File: config.mk
export PLATFORM = sky130hd
export DESIGN_NAME = demux_rr_scheduler
export DESIGN_NICKNAME = d
export VERILOG_FILES = /design/src/rtl/demux_sched_pkg.sv /design/src/rtl/rr_pick.sv /design/src/rtl/demux_rr_scheduler.sv
export SDC_FILE = /design/constraint.sdc
export NUM_CORES = 1
export LEC_CHECK = 0
export CORE_ASPECT_RATIO = 1.2
export CORE_MARGIN = 5
export CORE_UTILIZATION = 45
export CTS_CLUSTER_DIAMETER = 100
export DETAILED_ROUTE_END_ITERATION = 10
export GPL_TIMING_DRIVEN = 0
export HOLD_SLACK_MARGIN = 0.15
export MAX_ROUTING_LAYER = met4
export PLACE_DENSITY = 0.7
export SLEW_MARGIN = 20
export SYNTH_ARGS = -nofsm -noshare
export SYNTH_HDL_FRONTEND = slang
export SYNTH_HIERARCHICAL = 1
export SYNTH_SLANG_ARGS = --single-unit
File: constraint.sdc
create_clock -name clk -period 4.32 [get_ports clk]
set_clock_uncertainty 0.05 [all_clocks]
set_input_delay 0.864 -clock clk [delete_from_list [all_inputs] [get_ports clk]]
set_output_delay 0.864 -clock clk [all_outputs]
set_load 0.02 [all_outputs]
File: src/rtl/demux_sched_pkg.sv
// Shared constants and state encoding for the round-robin demux scheduler.
package demux_sched_pkg;

  localparam int NCH    = 8;
  localparam int SELW   = 3;
  localparam int STAT_W = 16;
  localparam int CNT_W  = 8;

  typedef enum logic [1:0] {
    IDLE = 2'd0,
    SEEK = 2'd1,
    XFER = 2'd2
  } state_t;

endpackage

File: src/rtl/rr_pick.sv
// Rotating priority search: first set bit of mask at or after start, wrapping.
module rr_pick
  import demux_sched_pkg::*;
(
  input  logic [NCH-1:0]  mask,
  input  logic [SELW-1:0] start,
  output logic [SELW-1:0] idx,
  output logic            found
);

  logic [SELW-1:0] cand;

  // NOTE: every output of a combinational block gets a default first, so no path leaves it unassigned and no latch is inferred.
  always_comb begin
    idx   = start;
    found = 1'b0;
    cand  = '0;
    for (int i = 0; i < NCH; i++) begin
      cand = start + SELW'(i);
      if (!found && mask[cand]) begin
        idx   = cand;
        found = 1'b1;
      end
    end
  end

endmodule

File: src/rtl/demux_rr_scheduler.sv
// Round-robin burst scheduler feeding a 1-to-8 demux through a one-word output register.
// Optional per-channel delivery counters are enabled by defining DEMUX_SCHED_STATS_EN.
module demux_rr_scheduler
  import demux_sched_pkg::*;
#(
  parameter int DW    = 8,
  parameter int BURST = 4
) (
  input  logic            clk,
  input  logic            rst,
  input  logic [NCH-1:0]  en_mask,
  input  logic            in_valid,
  input  logic [DW-1:0]   in_data,
  output logic            in_ready,
  output logic [NCH-1:0]  out_valid,
  output logic [DW-1:0]   out_data,
  input  logic [NCH-1:0]  out_ready,
  output logic [SELW-1:0] sel,
  output logic            busy
`ifdef DEMUX_SCHED_STATS_EN
  ,
  input  logic [SELW-1:0] stat_sel,
  output logic [STAT_W-1:0] stat_count
`endif
);

  localparam logic [CNT_W-1:0] BURST_C = CNT_W'(BURST);

  state_t            state, state_nxt;
  logic [SELW-1:0]   sel_q, start_q;
  logic              full_q;
  logic [DW-1:0]     data_q;
  logic [CNT_W-1:0]  acc_cnt, done_cnt;
  logic [SELW-1:0]   pick_idx;
  logic              pick_found;
  logic              in_hs, out_hs, sel_en, burst_end;

  rr_pick u_pick (
    .mask  (en_mask),
    .start (start_q),
    .idx   (pick_idx),
    .found (pick_found)
  );

  assign sel_en = en_mask[sel_q];
  assign out_hs = full_q & out_ready[sel_q];
  assign in_hs  = in_valid & in_ready;

  always_comb begin
    state_nxt = state;
    in_ready  = 1'b0;
    burst_end = 1'b0;
    case (state)
      IDLE: if (|en_mask) state_nxt = SEEK;
      SEEK: state_nxt = pick_found ? XFER : IDLE;
      XFER: begin
        in_ready  = sel_en && (acc_cnt < BURST_C) && (!full_q || out_ready[sel_q]);
        // A disabled channel still drains its held word before the grant moves on.
        burst_end = (out_hs && (done_cnt + CNT_W'(1) == BURST_C)) ||
                    (!sel_en && (!full_q || out_hs));
        if (burst_end) state_nxt = SEEK;
      end
      default: state_nxt = IDLE;
    endcase
  end

  // NOTE: sequential state uses non-blocking assignments so every register samples pre-edge values.
  always_ff @(posedge clk) begin
    if (rst) begin
      state    <= IDLE;
      sel_q    <= '0;
      start_q  <= '0;
      full_q   <= 1'b0;
      data_q   <= '0;
      acc_cnt  <= '0;
      done_cnt <= '0;
    end else begin
      state <= state_nxt;
      case (state)
        SEEK: begin
          if (pick_found) sel_q <= pick_idx;
          acc_cnt  <= '0;
          done_cnt <= '0;
        end
        XFER: begin
          if (in_hs) begin
            data_q  <= in_data;
            acc_cnt <= acc_cnt + CNT_W'(1);
          end
          if (out_hs) done_cnt <= done_cnt + CNT_W'(1);
          full_q <= in_hs | (full_q & ~out_hs);
          if (burst_end) start_q <= sel_q + SELW'(1);
        end
        default: ;
      endcase
    end
  end

  assign out_valid = full_q ? (NCH'(1) << sel_q) : '0;
  assign out_data  = data_q;
  assign sel       = sel_q;
  assign busy      = (state != IDLE);

`ifdef DEMUX_SCHED_STATS_EN
  logic [STAT_W-1:0] stat_cnt [NCH];

  // NOTE: this counter array is a handful of flops, not a RAM, so it is cleared explicitly on reset.
  always_ff @(posedge clk) begin
    if (rst) begin
      for (int i = 0; i < NCH; i++) stat_cnt[i] <= '0;
      stat_count <= '0;
    end else begin
      if (out_hs && (stat_cnt[sel_q] != '1)) stat_cnt[sel_q] <= stat_cnt[sel_q] + STAT_W'(1);
      stat_count <= stat_cnt[stat_sel];
    end
  end
`endif

endmodule

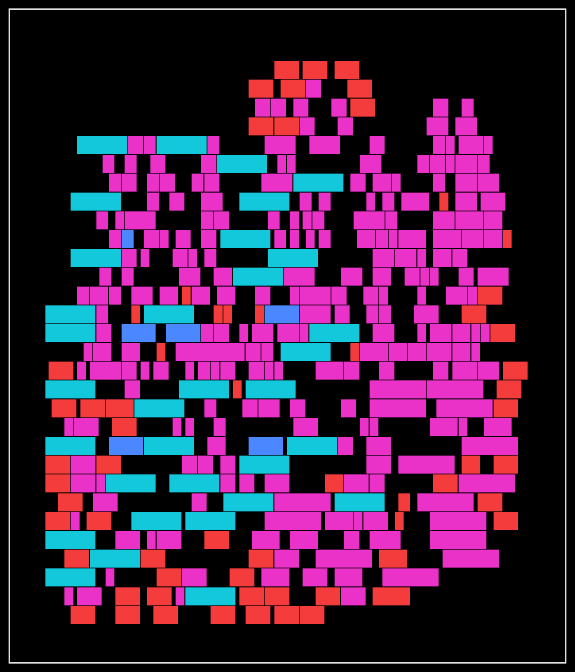
*Cell classes on the final placement, run 1*
color	class	cells
magenta	all other logic	243
red	other buffers and delay cells	64
blue	clock drivers and dummy loads	6
cyan	flip-flops	33
cell area after layout: 3310 um^2
row count: 30
Seq/total area: 0.199

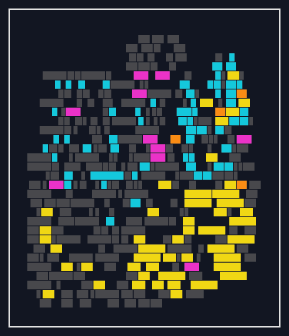
*Gate-type map, run 1*
color	family	cells	most used
yellow	multiplexers	47	mux2i_1
cyan	inverting AOI/OAI gates	57	a21oi_1
orange	XOR/XNOR gates	4	xnor2_1
magenta	adder and majority cells	10	ha_1

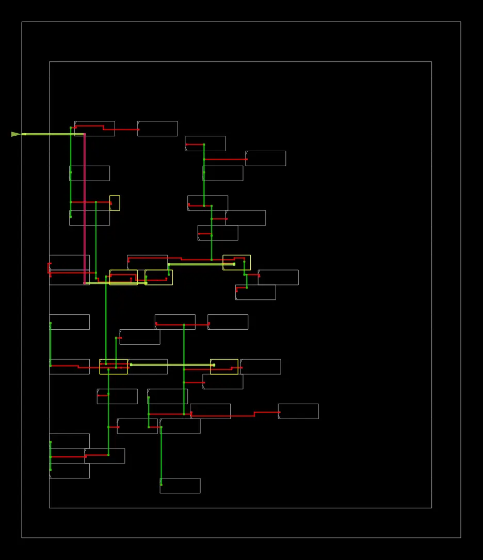
*The clock network, run 1*
Clock Buffer Count: 5
Power Clock: 0.207 mW
Num CTS Buffers: 5
Clock Latency Late Sink: 0.27 ns

==> run 1: logic make-up (layout without fill, tap and decap cells) <==
| kind of cell | Yosys count | count (layout) | share of synthesized area |
|---|---|---|---|
| AND-OR/OR-AND | 61 | 61 | 0.167 |
| flip-flops | 33 | 33 | 0.248 |
| buffers and inverters | 27 | 80 | 0.0511 |
| adder cells (fa/ha/maj) | 10 | 10 | 0.0469 |
| XOR/XNOR | 4 | 4 | 0.0131 |
| multiplexers | 47 | 47 | 0.252 |
| AND/OR/NAND/NOR | 111 | 111 | 0.222 |
==> run 1: path summary, 6_finish.rpt <==
| check | slack, ns | to | cells past startpoint |
|---|---|---|---|
| max | 0.23 | in_ready | 5 |
| min | 0.41 | acc_cnt[7]$_SDFFE_PP0P_ | 1 |
| min reg2reg | 0.41 | acc_cnt[7]$_SDFFE_PP0P_ | 1 |
| max reg2reg | 0.53 | sel[1]$_SDFFE_PP0P_ | 12 |
==> run 1: final cells by class <==
class                           count  area, um^2
Clock buffer                        5        68.8
Inverter                           10        37.5
Sequential cell                    33         661
Multi-Input combinational cell    233        1870
Timing Repair Buffer               47         470
Clock inverter                      1        5.00
Fill cell                         552        2390
Buffer                             17        98.8
Tap cell                           80         100
==> run 1: worst register-to-register path, delay by kind of cell, from the launching register on <==
kind	cells	cell delay [ns]
buffers and inverters	3	0.68
and+or+nand+nor	2	0.54
adders and majority gates	1	0.40
DFF	1	0.42
muxes	2	0.82
AOI/OAI and AO/OA	4	0.79
==> run 1: metrics by stage <==
step,std cells,hold slack (ns)
after floorplan,293,0.380
after global placement,420,0.394
after detailed placement,420,0.397
after CTS,426,0.417
after global routing,426,0.427
final,426,0.410
==> run 1: metal layers <==
layer,wire length (um),GRT usage,up-vias
met5,0,-,-
met4,103,0.0563,0
met3,232,0.0324,10
met2,3540,0.340,50
met1,2760,0.206,1149
li1,-,-,1213
==> run 1: registers in the layout (all words and copies together) (netlist names) <==
signal,count
start_q,3
done_cnt,8
state,2
full_q,1
sel,3
out_data,8
acc_cnt,8
==> run 1: cells in the final DEF (no fill, tap or decap), types with 11 or more instances in the layout <==
cell type | Yosys | routed
a21oi_1 | 17 | 17
and2_1 | 12 | 12
clkbuf_1 | 11 | 11
clkdlybuf4s50_1 | 0 | 47
dfxtp_1 | 33 | 33
mux2_2 | 11 | 11
mux2i_1 | 21 | 21
mux4_2 | 15 | 15
nand2_1 | 16 | 16
nand3_1 | 15 | 15
nor2_1 | 23 | 23
nor2b_1 | 11 | 11
==> run 1: power by group through the flow <==
stage | Combinational, mW | Sequential, mW | Clock (mW)
5_1_grt | 0.328 | 0.324 | 0.226
6_report | 0.301 | 0.323 | 0.207
3_5_place_dp | 0.300 | 0.329 | 0
2_1_floorplan | 0.206 | 0.331 | 0
3_3_place_gp | 0.295 | 0.329 | 0
4_1_cts | 0.301 | 0.322 | 0.216
==> impl_metrics.json, run 1 <==
{
  "start_kind": "input port",
  "wl_per_cell_um": 15.6,
  "die_h_um": 94.4,
  "relSlewSlack": 0.657,
  "warnings": 31,
  "ys.flop_type": "dfxtp_1",
  "clockBufferDepth": 2,
  "viasPerCell": 5.69,
  "power.share.sequential": 0.388,
  "synth_nets": 330,
  "required_ns": 3.41,
  "drtPass1Iterations": 5,
  "n_antenna_cell": 0,
  "setup_violations": 0,
  "synth-edff-count": 0,
  "antenna_found_initial": 0,
  "yosys.cell_count.top_type": "dfxtp_1",
  "leakagePower_nw": 1.13,
  "share_comb_of_total_power": 0.362,
  "top_cells_by_area": "dfxtp_1, mux4_2, mux2i_1",
  "syn-instance-count": 293,
  "top_area_cell": "dfxtp_1",
  "async_flop_share": 0,
  "period_used_share": 0.947,
  "power_mw": 0.831,
  "worst_slew_pin_slew_ns": 0.501,
  "crit_buf_inv": 2,
  "r2r-start": "start_q[1]$_SDFFE_PP0P_",
  "synth.distinct_cells": 53,
  "post-route-drc-count": 0,
  "power.switching_mw": 0.267,
  "crit_arrival_ns": 3.18,
  "status": "complete, no violations",
  "ys.flops": 33,
  "drive_above_1_share": 0.124,
  "avgSynthCellArea_um2": 9.11
}
==> run 1 -> run 2 <==
--- a/config.mk
+++ b/config.mk
@@ -5,6 +5,7 @@
 export SDC_FILE = /design/constraint.sdc
 export NUM_CORES = 1
 export LEC_CHECK = 0
+export ABC_CLOCK_PERIOD_IN_PS = 4320
 export CORE_ASPECT_RATIO = 1.2
 export CORE_MARGIN = 5
 export CORE_UTILIZATION = 45
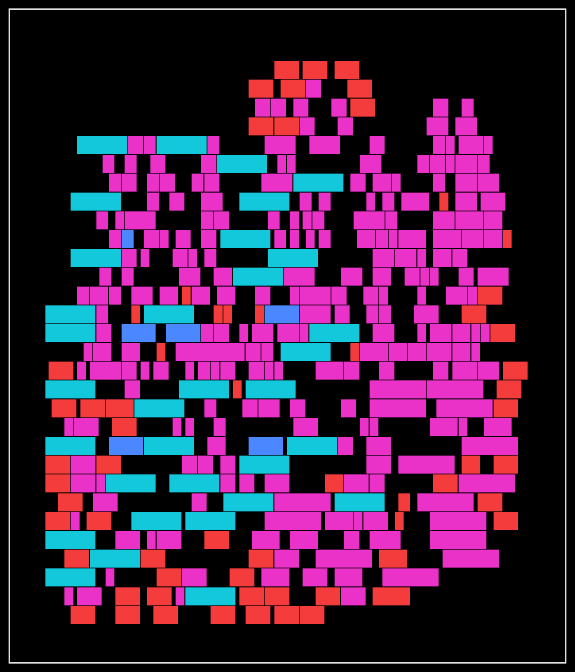
*Cell classes on the final placement, run 2*
color	class	cells
magenta	all other logic	243
cyan	flip-flops	33
blue	clock drivers and dummy loads	6
red	other buffers and delay cells	64

==> impl_metrics.json, run 2 <==
{
  "status": "complete, no violations",
  "avgSynthCellArea_um2": 9.11,
  "yosys.cell_count.top_type": "dfxtp_1",
  "ys.flop_type": "dfxtp_1",
  "top_cells_by_area": "dfxtp_1, mux4_2, mux2i_1",
  "crit_cells": 5,
  "crit_buf_inv": 2,
  "crit_arrival_ns": 3.18,
  "clockBufferDepth": 2,
  "die_h_um": 94.4,
  "reg2reg_depth": 12,
  "power.switching_mw": 0.267,
  "r2r-start": "start_q[1]$_SDFFE_PP0P_",
  "setup_violations": 0,
  "final_cell_mix": "clkdlybuf4s50_1, dfxtp_1, nor2_1",
  "async_flop_share": 0,
  "synth.distinct_cells": 53,
  "endpoint": "in_ready",
  "viasPerCell": 5.69,
  "clkLatencyLatePin_ns": 0.27
}
run 2: cell counts in the layout (fill, tap and decap cells not counted):
No cell type changed its count.
run 2: worst min-delay path by stage:
stage | start | end | cells after the start | slack, ns
3_5_place_dp | acc_cnt[5]$_SDFFE_PP0P_ | acc_cnt[5]$_SDFFE_PP0P_ | 1 | 0.40
3_3_place_gp | acc_cnt[7]$_SDFFE_PP0P_ | acc_cnt[7]$_SDFFE_PP0P_ | 1 | 0.39
2_1_floorplan | acc_cnt[4]$_SDFFE_PP0P_ | acc_cnt[4]$_SDFFE_PP0P_ | 1 | 0.38
4_1_cts | acc_cnt[7]$_SDFFE_PP0P_ | acc_cnt[7]$_SDFFE_PP0P_ | 1 | 0.42
6_report | acc_cnt[7]$_SDFFE_PP0P_ | acc_cnt[7]$_SDFFE_PP0P_ | 1 | 0.41
5_1_grt | acc_cnt[3]$_SDFFE_PP0P_ | acc_cnt[3]$_SDFFE_PP0P_ | 1 | 0.43
run 2: cell type report:
type                    instances  area (um^2)
fillers                       552         2390
clock inverters                 1         5.00
plain buffers                  17         98.8
repair buffers                 47          470
flip-flops and latches         33          661
well taps                      80          100
multi-input cells             233         1870
inverters                      10         37.5
clock buffers                   5         68.8
run 2: cells by family after synthesis:
| logic type | after synthesis | share of synthesized area |
|---|---|---|
| AND-OR/OR-AND | 61 | 0.167 |
| multiplexers | 47 | 0.252 |
| flip-flops | 33 | 0.248 |
| buffers and inverters | 27 | 0.0511 |
| XOR/XNOR | 4 | 0.0131 |
| adder cells (fa/ha/maj) | 10 | 0.0469 |
| AND/OR/NAND/NOR | 111 | 0.222 |
run 2: power by group through the flow:
stage | Sequential (mW) | Clock, mW | Combinational, mW
CTS | 0.322 | 0.216 | 0.301
global route | 0.324 | 0.226 | 0.328
global placement | 0.329 | 0 | 0.295
finish | 0.323 | 0.207 | 0.301
floorplan | 0.331 | 0 | 0.206
detailed placement | 0.329 | 0 | 0.300
run 2: per-layer routing:
metal,GRT usage,up-vias,wire length (um)
met5,-,-,0
met4,0.0563,0,103
met3,0.0324,10,232
met2,0.340,50,3540
met1,0.206,1149,2760
li1,-,1213,-
run 2: per-stage QoR:
step / cells / total power [mW] / util / instance area (um^2)
finish: 426 / 0.831 / 0.581 / 3310
global route: 426 / 0.878 / 0.581 / 3310
CTS: 426 / 0.840 / 0.581 / 3310
detailed placement: 420 / 0.629 / 0.568 / 3240
global placement: 420 / 0.624 / 0.568 / 3240
floorplan: 293 / 0.537 / - / 2670
==> run 2 -> run 3 <==
--- a/config.mk
+++ b/config.mk
@@ -5,6 +5,7 @@
 export SDC_FILE = /design/constraint.sdc
 export NUM_CORES = 1
 export LEC_CHECK = 0
+export ABC_AREA = 1
 export ABC_CLOCK_PERIOD_IN_PS = 4320
 export CORE_ASPECT_RATIO = 1.2
 export CORE_MARGIN = 5
==> impl_metrics.json, run 3 <==
{
  "status": "complete, no violations",
  "worstHoldStart": "acc_cnt[0]$_SDFFE_PP0P_",
  "hold_slack_ns": 0.416,
  "final_area_um2": 3290,
  "n_antenna_cell": 0,
  "worst_slew_pin_slew_ns": 0.515,
  "lay_top_count": "nand2_1",
  "warnings": 31,
  "wl_per_cell_um": 11.6,
  "adder_share": 0.0474,
  "clockBufferDepth": 2,
  "wl_met3_um": 330,
  "synth-edff-count": 0,
  "synthAoiAreaFrac": 0.0787,
  "required_ns": 3.41,
  "met1_length_um": 2900,
  "clkLatencyLatePin_ns": 0.28,
  "ys.flops": 33,
  "setup_violations": 0,
  "drtPass1Iterations": 5
}
## run 3: cell types whose count changed after synthesis, moves of 6 or more
cell,change
inv_1,+34
nand2b_1,-9
nand3_2,+6
nor2_1,+18
clkbuf_1,-8
nand2_1,+119
mux4_2,-15
mux2_2,-11
nand3_1,+39
nor2b_1,-11
mux2i_1,-21
and2_1,-11
inv_2,+9
## run 3: worst max path at each step
stage | from | end
3_3_place_gp | en_mask[3] | in_ready
4_1_cts | en_mask[3] | in_ready
2_1_floorplan | en_mask[7] | in_ready
3_5_place_dp | en_mask[3] | in_ready
6_report | en_mask[3] | in_ready
5_1_grt | en_mask[1] | in_ready
## run 3: critical path, delay by kind of cell
kind / cells / cell delay (ns)
and+or+nand+nor: 7 / 0.68
buffers and inverters: 2 / 1.17
## run 3: metrics by stage
stage | utilization | cells | power (mW) | setup slack, ns
floorplan | - | 419 | 0.646 | 1.89
global placement | 0.564 | 545 | 0.757 | 0.696
detailed placement | 0.564 | 545 | 0.763 | 0.695
CTS | 0.580 | 552 | 0.998 | 0.687
global route | 0.580 | 552 | 1.06 | 0.600
finish | 0.580 | 552 | 0.990 | 0.703
## run 3: metal layers
| layer | vias to the layer above | track usage |
|---|---|---|
| li1 | 1433 | - |
| met5 | - | - |
| met1 | 1218 | 0.215 |
| met3 | 12 | 0.0307 |
| met2 | 66 | 0.301 |
| met4 | 0 | 0.0563 |
## run 3: cell type report
| class | instances | area, um^2 |
|---|---|---|
| Buffer | 11 | 78.8 |
| Clock buffer | 7 | 86.3 |
| Fill cell | 577 | 2380 |
| Inverter | 55 | 211 |
| Multi-Input combinational cell | 320 | 1690 |
| Sequential cell | 33 | 661 |
| Tap cell | 80 | 100 |
| Timing Repair Buffer | 46 | 460 |
## run 3: power breakdown
group	internal, mW	total (mW)	switching (mW)
clock network	0.126	0.234	0.108
logic	0.155	0.421	0.266
registers	0.319	0.336	0.0161
total	0.601	0.990	0.390
## run 3: cells by family after synthesis
family | count (synthesis)
AND-OR/OR-AND | 37
AND/OR/NAND/NOR | 264
XOR/XNOR | 9
flip-flops | 33
adder cells (fa/ha/maj) | 10
buffers and inverters | 66
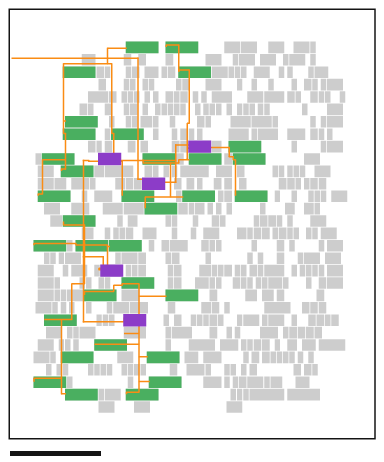
*Routed clock nets over the placement, run 3*
Scale bar: 20 um.
[purple] cells driving clock nets | count: 5
[orange] clock wires | length: 469 um
[green] flip-flops | count: 33
routed clock nets	6


==> screenshots <==
Sequential cells grouped by signal name.
Other sequential cells in the stronger gray, the rest of the logic in the fainter gray.
Plate I
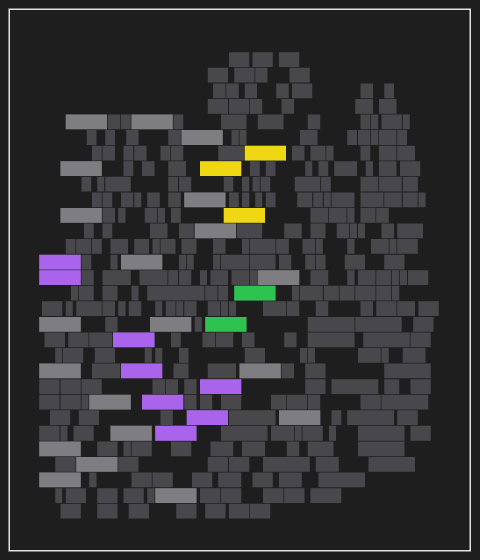
Plate II
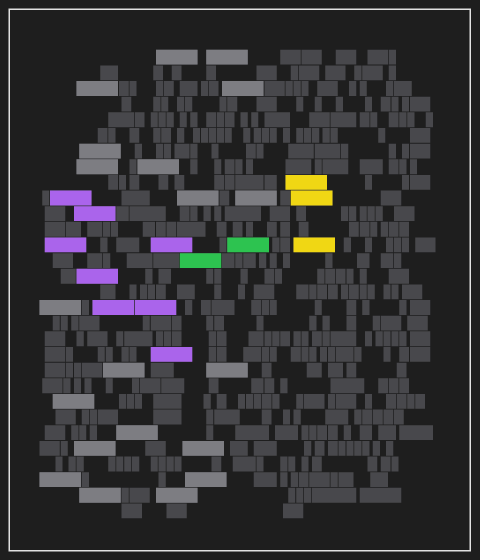
- most cells: Plate II
For run 2, see Plate I.
For run 3, see Plate II.

Key to Plate II:
color	netlist name	placed flops
green	`state`	2
yellow	`sel`	3
purple	`acc_cnt`	8
not colored	20

Power figures rest on the tool's default switching activity, not on a simulated workload.
